**src/rtl/pipelined_addsub.sv**
```systemverilog
// pipelined_addsub: add/subtract whose carry chain is split into STAGES chunked register stages, with valid/ready flow control.
// Define PIPELINED_ADDSUB_SAT_EN to saturate the final sum on signed overflow.
module pipelined_addsub #(
   parameter int BITS   = 16,
   parameter int STAGES = 4
) (
   input  logic            clk,
   input  logic            rst_n,
   input  logic            in_valid,
   output logic            in_ready,
   input  logic [BITS-1:0] a,
   input  logic [BITS-1:0] b,
   input  logic            cin,
   input  logic            sub,
   output logic            out_valid,
   input  logic            out_ready,
   output logic [BITS-1:0] sum,
   output logic            cout,
   output logic            ovf
);
   localparam int CHUNK = BITS / STAGES;
   // a_q/b_q carry the not-yet-added operand chunks; s_q accumulates finished sum chunks
   logic [BITS-1:0]   a_q [STAGES];
   logic [BITS-1:0]   a_d [STAGES];
   logic [BITS-1:0]   b_q [STAGES];
   logic [BITS-1:0]   b_d [STAGES];
   logic [BITS-1:0]   s_q [STAGES];
   logic [BITS-1:0]   s_d [STAGES];
   logic [STAGES-1:0] v_q, v_d, c_q, c_d;
   logic              ovf_q, ovf_d, advance, pc;
   logic [BITS-1:0]   pa, pb, ps;
   logic [CHUNK:0]    t;
   always_comb begin
      advance = !v_q[STAGES-1] || out_ready;
      pa = '0;
      pb = '0;
      ps = '0;
      pc = 1'b0;
      t  = '0;
      v_d = '0;
      c_d = '0;
      for (int k = 0; k < STAGES; k++) begin
         pa = (k == 0) ? a : a_q[(k == 0) ? 0 : k - 1];
         pb = (k == 0) ? (b ^ {BITS{sub}}) : b_q[(k == 0) ? 0 : k - 1];
         pc = (k == 0) ? (cin ^ sub) : c_q[(k == 0) ? 0 : k - 1];
         ps = (k == 0) ? '0 : s_q[(k == 0) ? 0 : k - 1];
         v_d[k] = (k == 0) ? in_valid : v_q[(k == 0) ? 0 : k - 1];
         t = {1'b0, pa[k*CHUNK +: CHUNK]} + {1'b0, pb[k*CHUNK +: CHUNK]} + {{CHUNK{1'b0}}, pc};
         a_d[k] = pa;
         b_d[k] = pb;
         c_d[k] = t[CHUNK];
         s_d[k] = ps;
         s_d[k][k*CHUNK +: CHUNK] = t[CHUNK-1:0];
      end
      ovf_d = (pa[BITS-1] == pb[BITS-1]) && (s_d[STAGES-1][BITS-1] != pa[BITS-1]);
`ifdef PIPELINED_ADDSUB_SAT_EN
      if (ovf_d) s_d[STAGES-1] = pa[BITS-1] ? {1'b1, {(BITS-1){1'b0}}} : {1'b0, {(BITS-1){1'b1}}};
`endif
   end
   always_ff @(posedge clk or negedge rst_n) begin
      if (!rst_n) begin
         a_q   <= '{default: '0};
         b_q   <= '{default: '0};
         s_q   <= '{default: '0};
         v_q   <= '0;
         c_q   <= '0;
         ovf_q <= 1'b0;
      end else if (advance) begin
         a_q   <= a_d;
         b_q   <= b_d;
         s_q   <= s_d;
         v_q   <= v_d;
         c_q   <= c_d;
         ovf_q <= ovf_d;
      end
   end
   assign in_ready  = advance;
   assign out_valid = v_q[STAGES-1];
   assign sum       = s_q[STAGES-1];
   assign cout      = c_q[STAGES-1];
   assign ovf       = ovf_q;
endmodule

```
**config.mk**
```make
export PLATFORM = sky130hd
export DESIGN_NAME = pipelined_addsub
export DESIGN_NICKNAME = d
export VERILOG_FILES = /design/src/rtl/pipelined_addsub.sv
export SDC_FILE = /design/constraint.sdc
export NUM_CORES = 1
export LEC_CHECK = 0
export ABC_AREA = 0
export CAP_MARGIN = 20
export CORE_MARGIN = 2
export CORE_UTILIZATION = 49
export CTS_CLUSTER_DIAMETER = 120
export CTS_CLUSTER_SIZE = 28
export DETAILED_ROUTE_END_ITERATION = 10
export PLACE_DENSITY = 0.83
export SYNTH_ARGS = -nofsm -noshare
export SYNTH_HDL_FRONTEND = slang
export SYNTH_SLANG_ARGS = --single-unit
export TNS_END_PERCENT = 100
```
**constraint.sdc**
```tcl
create_clock -name clk -period 1.9 [get_ports clk]
set_clock_uncertainty 0.05 [all_clocks]
set_input_delay 0.38 -clock clk [delete_from_list [all_inputs] [get_ports clk]]
set_output_delay 0.38 -clock clk [all_outputs]
set_load 0.05 [all_outputs]
```
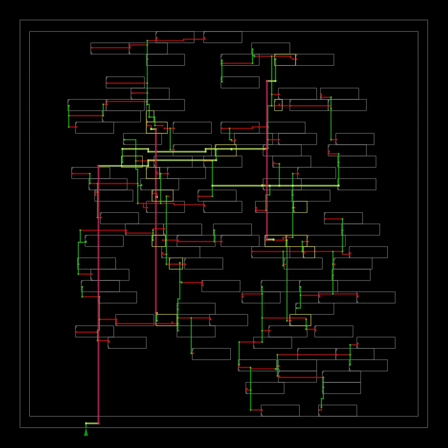
(run_1/clock_nets.png)
seq_cells: 97
clock sink count: 97
CTS Buf Count: 9

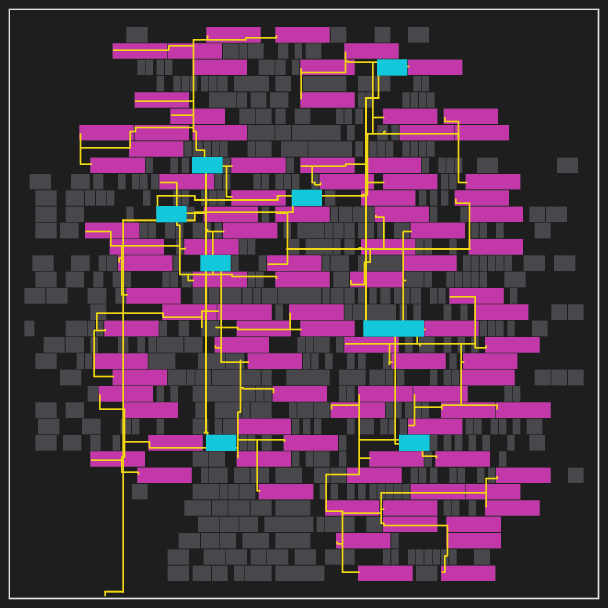
(run_1/clock_wires.png)
Drawn at 6 px/micron.
Yellow marks clock wires, length 1,000 microns. Cyan marks clock-net drivers, count 9. Magenta marks flip-flops, count 97.
There are 10 routed clock nets.
Clk power: 1.22 mW
Clock power frac: 14.5%
Insertion Delay late pin: 0.36 ns

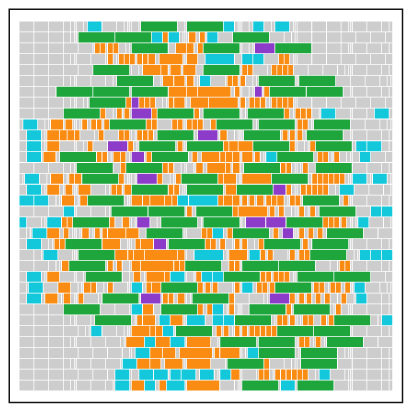
(run_1/class_map.png)
Drawn at 4 px/micron. Fill, decap, tap and diode cells in gray.
Green marks registers, cells 97, share of their area 47%. Purple marks clock drivers and dummy loads, cells 16, share of their area 3.4%. Cyan marks remaining buffers and delay cells, cells 81, share of their area 14%. Orange marks remaining logic cells, cells 341, share of their area 35%.
Core Box Area: 8640 sq um
Seq/total area: 45.9%
fin area: 5290 sq um
FP Rows: 34

==> flow_summary.ini, run 1 <==
; generated from flow reports
[outcome]
status = completed

[die]
ioPinCount = 58
chipArea_sq_um = 9600
nWellTaps = 108
die_x_microns = 98.0
die_h_microns = 98.0
initial_core_util_pct = 50.1

[synthesis]
syn_area_sq_um = 4330
synth.logic.top_family = simple AND/OR/NAND/NOR gates
flop_cell = dfrtp_1
synth.distinct_cells = 27
topCellsByArea = dfrtp_1 56%, nand2_1 19%, fa_1 3.7%
ys_seq_share_pct = 56.1
ys.flops = 97
synth_cells = 461
syn_nets = 519
synth_area_leader_cell = dfrtp_1
top_cell_area_share_pct = 56.1
edf_count = 0
simple_gate_share_pct = 22.0
syn_avg_cell_area_sq_um = 9.39
aoi_share_pct = 6.30
ys_area_sq_um = 4330
mux_share_pct = 0.694
yosysCellCount = 461
async_reset_ff_share_pct = 100
top_cells_by_count = 224 x nand2_1, 97 x dfrtp_1, 19 x o21ai_0
adder_share_pct = 7.17

[clock_network]
postCtsHoldBufs = 1
cts_resized = 4
cts.path.max_buffers = 2
postCtsSetupBuffers = 0
cts.clk_slew.worst_paths_ns = 0.10
cts_root_buf = clkbuf_8
htreeDepth = 3

[global_route]
gr-total-overflow = 0
grt_util_met1_pct = 24.7
grt_busiest_layer = met2
grt_pass1_vias = 3149
grt_use_met2_pct = 29.3
grt_usage_pct = 18.3
antenna_found_initial = 0
grt_pass1_wl_mm = 14.3

[hold_path]
hp-class = input port to register
hold_path_depth = 4
hold_start = a[0]

[route]
wl_met2_mm = 3.69
drt-total-wl_mm = 7.92
drt-initial-drc-count = 85
ant_nets = 0
vias_per_cell = 4.87
wl_per_cell_microns = 12.3
drc = 0
top_layer = met4
wl_met3_microns = 310
met1Wirelength_mm = 3.75
vias = 3134

[sta]
fmax_mhz = 555
setup_slack_ns = 0.0971
tightest_slew_ns = 0.410
whs_ns = 0.416
fin_crit_sh_pct = 94.9
hold_viol = 0
fin_setup_tns_ns = 0
slew_headroom_pct = 72.7
period_needed_ns = 1.80
finalSetupViolations = 0
rsz0062_at_grt = no
drv_slew = 0

[critical_path]
crit_path_start_kind = register
r2r_cells = 5
crit_path_max_incr_delay_ns = 0.47
slowest_stage = fa_1
crit_top_cell = a21oi_1
worstPathArrival_ns = 2.00
cp-endpoint = c_q[3]
crit_path_start = pa[12]
r2r_start = pa[12]
critPathRequiredTime_ns = 2.10
r2r-end = c_q[3]
path_cells = fa_1 > fa_2 > a21o_1 > a21oi_1 > a21oi_1
critPathMaxFanout = 2
path_delay_family = adder cells
crit_path_end_kind = register
critPathBufInv = 0
worst-path-stages = 5
rrSetupSlack_ns = 0.1

[power]
report.power.total_mw = 8.41
top_power_group = combinational logic
p_leak_nw = 2.69
power.switching_mw = 3.51
seq-power_mw = 3.53
ir_drop_v = 0.000550
switching_share_pct = 41.7
combPwrFrac_pct = 43.6
p_comb_mw = 3.67
seqPwrFrac_pct = 41.9
p_int_mw = 4.90
powerDensity_nw_per_um2 = 1590

[placed_design]
dp_hpwl_mm = 5.74
gp_congestion = 0.850
post-place-ws_ns = -0.572
io_buffers = 57
place_area_sq_um = 5070
placed_cells_incl_taps = 625

[layout]
n_all_buffers = 81
nFillCells = 723
buf_share_pct = 14.0
inverters = 10
syn_to_final_growth_pct = 22.2
fin_util_pct = 61.2
final-seq-area_sq_um = 2430
comb-cell-share_pct = 33.5
drive_above_1_share_pct = 13.6
layout_top_cell = nand2_1
largestClassByArea = sequential cells
layout.cells.non_filler = 643
num_antenna_cells = 0
n_clock_buffer = 9
lay_top_cells = 224 x nand2_1, 97 x dfrtp_1, 41 x buf_4
layout.nets = 588

[job]
warnings = 28
==> run_1/util_map.png <==
Drawn at 3 px/micron. 10 x 10 tiles, from black (low) to pale yellow (high), 0 to 100% covered.
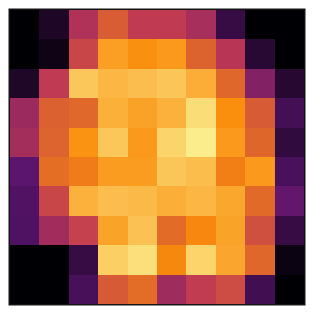

==> run 2: changes to the inputs <==
--- a/config.mk
+++ b/config.mk
@@ -12,6 +12,7 @@
 export CTS_CLUSTER_DIAMETER = 120
 export CTS_CLUSTER_SIZE = 28
 export DETAILED_ROUTE_END_ITERATION = 10
+export HOLD_SLACK_MARGIN = 0.02
 export PLACE_DENSITY = 0.83
 export SYNTH_ARGS = -nofsm -noshare
 export SYNTH_HDL_FRONTEND = slang
==> constraint.sdc (replaced) <==
create_clock -name clk -period 1.9 [get_ports clk]
set_clock_uncertainty 0.05 [all_clocks]
set_input_delay 0.19 -clock clk [delete_from_list [all_inputs] [get_ports clk]]
set_output_delay 0.19 -clock clk [all_outputs]
set_load 0.05 [all_outputs]
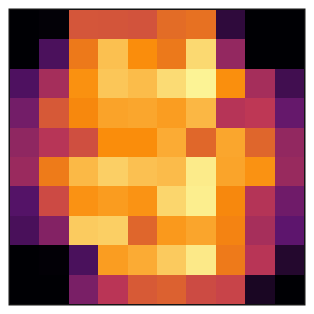
(run_2/util_map.png)
Drawn at 3 px/micron. 10 x 10 tiles, from black (low) to pale yellow (high), 0 to 100% covered.
37% of the tiles are over 75% full. The fullest tile reaches 97%. The mean over all tiles is 55%. 12% of the tiles are nearly empty.
Final Util: 62.3%
Pre-Place Util: 50.1%

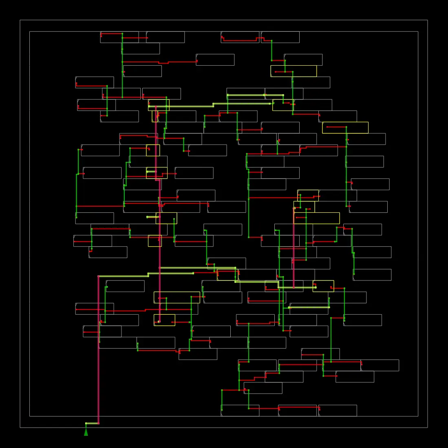
(run_2/clock_nets.png)
layout clock buffer count: 10
Clk power: 1.74 mW

==> run 2 against run 1 <==
  * Global-route usage is 0.36 points higher
  * Design area is 1.8% higher
  * Fmax is 0.85% higher
  * Count of clock-buffer cells in the layout is 1 higher
  * Worst hold slack worse by 0.14 ns
  * Critical path type is now register to output port
==> flow_summary.ini, run 2 <==
; generated from flow reports
[route]
drt-initial-drc-count = 146
vias = 3195
wl_met3_microns = 357
met1Wirelength_mm = 3.91
vias_per_cell = 5.03
wl_per_cell_microns = 13.2
wl_met2_mm = 3.96

[layout]
numSequentialCells = 97
buf_share_pct = 14.2
lay_top_cells = 224 x nand2_1, 97 x dfrtp_1, 54 x clkdlybuf4s50_1
clock_area_share_pct = 4.93
n_all_buffers = 73
final-seq-area_sq_um = 2430
largestClassByArea = sequential cells
comb-cell-share_pct = 32.6
nFillCells = 710
num_antenna_cells = 0
layout.nets = 580
syn_to_final_growth_pct = 24.4
layout_top_cell = nand2_1
fin_area_sq_um = 5380
layout.cells.non_filler = 635
sh_seq_area_pct = 45.1
inverters = 10

[sta]
whs_ns = 0.280
tightest_slew_ns = 0.534
fmax_mhz = 559
fin_setup_tns_ns = 0
hold_viol = 0
finalSetupViolations = 0
drv_slew = 0
slew_headroom_pct = 64.4
setup_slack_ns = 0.112
rsz0062_at_grt = no
period_needed_ns = 1.79

[power]
seqPwrFrac_pct = 39.3
combPwrFrac_pct = 41.5
top_power_group = combinational logic
seq-power_mw = 3.55
p_comb_mw = 3.75
p_int_mw = 5.49
power.switching_mw = 3.55
ir_drop_v = 0.000553
p_leak_nw = 2.66
report.power.total_mw = 9.04
switching_share_pct = 39.3

[clock_network]
cts_resized = 1
cts.path.max_buffers = 2
htreeDepth = 3
clock_latency_ns = 0.36
postCtsHoldBufs = 1
cts.clk_slew.worst_paths_ns = 0.10
cts.sinks = 97
cts_buffers = 9
cts_root_buf = clkbuf_8

[critical_path]
r2r_cells = 5
crit_path_start = sum[12]
crit_path_start_kind = register
path_cells = clkdlybuf4s50_1
worstPathArrival_ns = 1.55
crit_path_end_kind = output port
critPathBufInv = 1
critPathMaxFanout = 2
rrSetupSlack_ns = 0.12
worst-path-stages = 1
path_delay_family = buffers and inverters
r2r_start = a_d[36]
r2r-end = c_q[1]
critPathRequiredTime_ns = 1.66
crit_path_max_incr_delay_ns = 0.81
cp-endpoint = sum[12]

[global_route]
gr-total-overflow = 0
grt_busiest_layer = met2
antenna_found_initial = 0
grt_pass1_wl_mm = 14.6
grt_pass1_vias = 3210
grt_util_met1_pct = 26.3
grt_use_met2_pct = 29.1
grt_usage_pct = 18.6

[outcome]
status = completed

[job]
max_cap_viol_count = 0

[die]
chipArea_sq_um = 9600
num_rows = 34
ioPinCount = 58
core_sq_um = 8640
die_h_microns = 98.0
nWellTaps = 108
die_x_microns = 98.0

[synthesis]
aoi_share_pct = 6.30
top_cells_by_count = 224 x nand2_1, 97 x dfrtp_1, 19 x o21ai_0
ys_seq_share_pct = 56.1
edf_count = 0
synth.distinct_cells = 27
synth.logic.top_family = simple AND/OR/NAND/NOR gates
top_cell_area_share_pct = 56.1
flop_cell = dfrtp_1
ys_area_sq_um = 4330
mux_share_pct = 0.694
yosys_warnings = 0
adder_share_pct = 7.17
async_reset_ff_share_pct = 100
synth_area_leader_cell = dfrtp_1
syn_area_sq_um = 4330
simple_gate_share_pct = 22.0
syn_nets = 519
ys.flops = 97

[placed_design]
io_buffers = 57
place_area_sq_um = 5100
placed_cells_incl_taps = 618
post-place-ws_ns = -0.385
dp_hpwl_mm = 5.79
gp_congestion = 0.812

[hold_path]
hp-class = input port to async pin
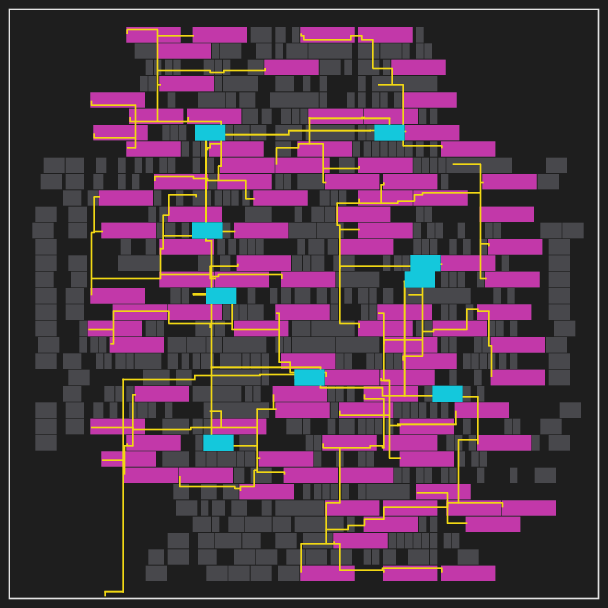
(run_2/clock_wires.png)
Drawn at 6 px/micron.
Magenta marks flip-flops, count 97. Yellow marks clock wires, length 1,060 microns. Cyan marks clock-net drivers, count 9.
There are 10 routed clock nets.
Clock power frac: 19.2%

==> run_2/closeup.png <==
Window x 36 to 61, y 36 to 61 microns. Cells in gray, sequential cells in the stronger gray; small squares are vias.
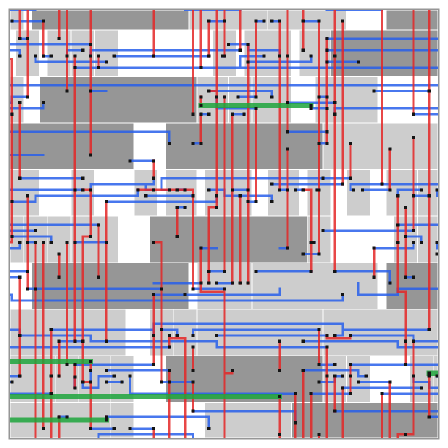

==> run 3: changes to the inputs <==
--- a/config.mk
+++ b/config.mk
@@ -13,7 +13,7 @@
 export CTS_CLUSTER_SIZE = 28
 export DETAILED_ROUTE_END_ITERATION = 10
 export HOLD_SLACK_MARGIN = 0.02
-export PLACE_DENSITY = 0.83
+export PLACE_DENSITY_LB_ADDON = 0.15
 export SYNTH_ARGS = -nofsm -noshare
 export SYNTH_HDL_FRONTEND = slang
 export SYNTH_SLANG_ARGS = --single-unit
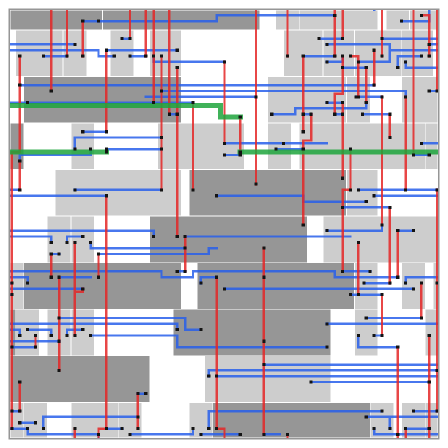
(run_3/closeup.png)
Window x 36 to 61, y 36 to 61 microns. Cells in gray, sequential cells in the stronger gray; small squares are vias.
Blue marks M1. Green marks M3. Red marks M2.
42 logic cells have their middle in the window. Most frequent: nand2_1 (15), dfrtp_1 (8). Netlist names of flops here include a_d (2), b_d (2), ps (2). Sequential cells in the window: 8.

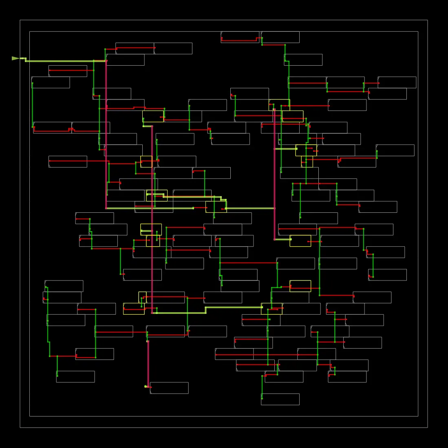
(run_3/clock_nets.png)
Clk power: 1.23 mW
layout clock buffer count: 11

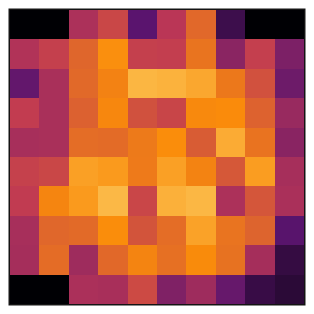
(run_3/util_map.png)
Drawn at 3 px/micron. 10 x 10 tiles, from black (low) to pale yellow (high), 0 to 100% covered.
16% of the tiles are over 75% full. The densest ninth of the die: middle. 6.0% of the tiles are nearly empty. The mean over all tiles is 54%. The fullest tile reaches 85%.

==> run 3 against run 2 <==
  * Worst setup slack lost 0.0032 ns
  * Register-to-register slack about the same
  * Sequential share of layout area is 0.71 points higher
  * Die size stayed put
  * Synthesized area did not move
  * Combinational power down 2%
  * Largest cell class unchanged
==> flow_summary.ini, run 3 <==
; generated from flow reports
[placed_design]
io_buffers = 57
place_area_sq_um = 5090
post-place-ws_ns = -0.312
gp_congestion = 0.762

[synthesis]
yosys_warnings = 0
synth_area_leader_cell = dfrtp_1
ys_area_sq_um = 4330
ys_seq_share_pct = 56.1
ys.flops = 97
syn_area_sq_um = 4330
mux_share_pct = 0.694
aoi_share_pct = 6.30
top_cell_area_share_pct = 56.1
yosysCellCount = 461
async_reset_ff_share_pct = 100
syn_nets = 519
flop_cell = dfrtp_1
synth.logic.top_family = simple AND/OR/NAND/NOR gates
synth.distinct_cells = 27
edf_count = 0

[power]
power_frac_clock_pct = 14.6
combPwrFrac_pct = 43.7
top_power_group = combinational logic
seq-power_mw = 3.51
power.switching_mw = 3.43
seqPwrFrac_pct = 41.6
ir_drop_v = 0.000493
p_leak_nw = 2.64
switching_share_pct = 40.6
p_comb_mw = 3.69
p_int_mw = 5.02

[route]
drc = 0
ant_nets = 0
met1Wirelength_mm = 3.91
wl_per_cell_microns = 12.0
wl_met2_mm = 3.33
top_layer = met4
vias_per_cell = 4.81
drt-initial-drc-count = 89
vias = 3066
wl_met3_microns = 270

[job]
max_cap_viol_count = 0

[critical_path]
r2r-end = c_q[1]
critPathBufInv = 0
path_delay_family = adder cells
worstPathArrival_ns = 1.98
path_cells = fa_1 > fa_2 > a21o_1 > a21oi_1 > a21oi_1
crit_path_start_kind = register
rrSetupSlack_ns = 0.11
r2r_start = a_d[36]
critPathMaxFanout = 2
crit_path_max_incr_delay_ns = 0.46
worst-path-stages = 5
r2r_cells = 5
crit_path_start = a_d[36]

[clock_network]
cts.sinks = 97
htreeDepth = 3
postCtsSetupBuffers = 0
cts_root_buf = clkbuf_8
cts.path.max_buffers = 2
postCtsHoldBufs = 1
cts_buffers = 9
cts_resized = 0

[sta]
setup_slack_ns = 0.109
hold_viol = 0
whs_ns = 0.209
finalSetupViolations = 0
fin_setup_tns_ns = 0
slew_headroom_pct = 66.6
tightest_slew_ns = 0.500
period_needed_ns = 1.79
rsz0062_at_grt = no
fmax_mhz = 558

[global_route]
grt_util_met1_pct = 25.2
grt_busiest_layer = met2
grt_pass1_vias = 3020

[layout]
layout_top_cell = nand2_1
comb-cell-share_pct = 33.1
final-seq-area_sq_um = 2430
layout.cells.non_filler = 637
num_antenna_cells = 0
fin_area_sq_um = 5300
syn_to_final_growth_pct = 22.4
sh_seq_area_pct = 45.8
n_all_buffers = 76
fin_util_pct = 61.3
nFillCells = 780
lay_top_cells = 224 x nand2_1, 97 x dfrtp_1, 54 x clkdlybuf4s50_1

[die]
die_x_microns = 98.0
nWellTaps = 108
initial_core_util_pct = 50.1
ioPinCount = 58
die_h_microns = 98.0

[hold_path]
hp-class = input port to async pin

[outcome]
status = completed
Power figures rest on the tool's default switching activity, not on a simulated workload.
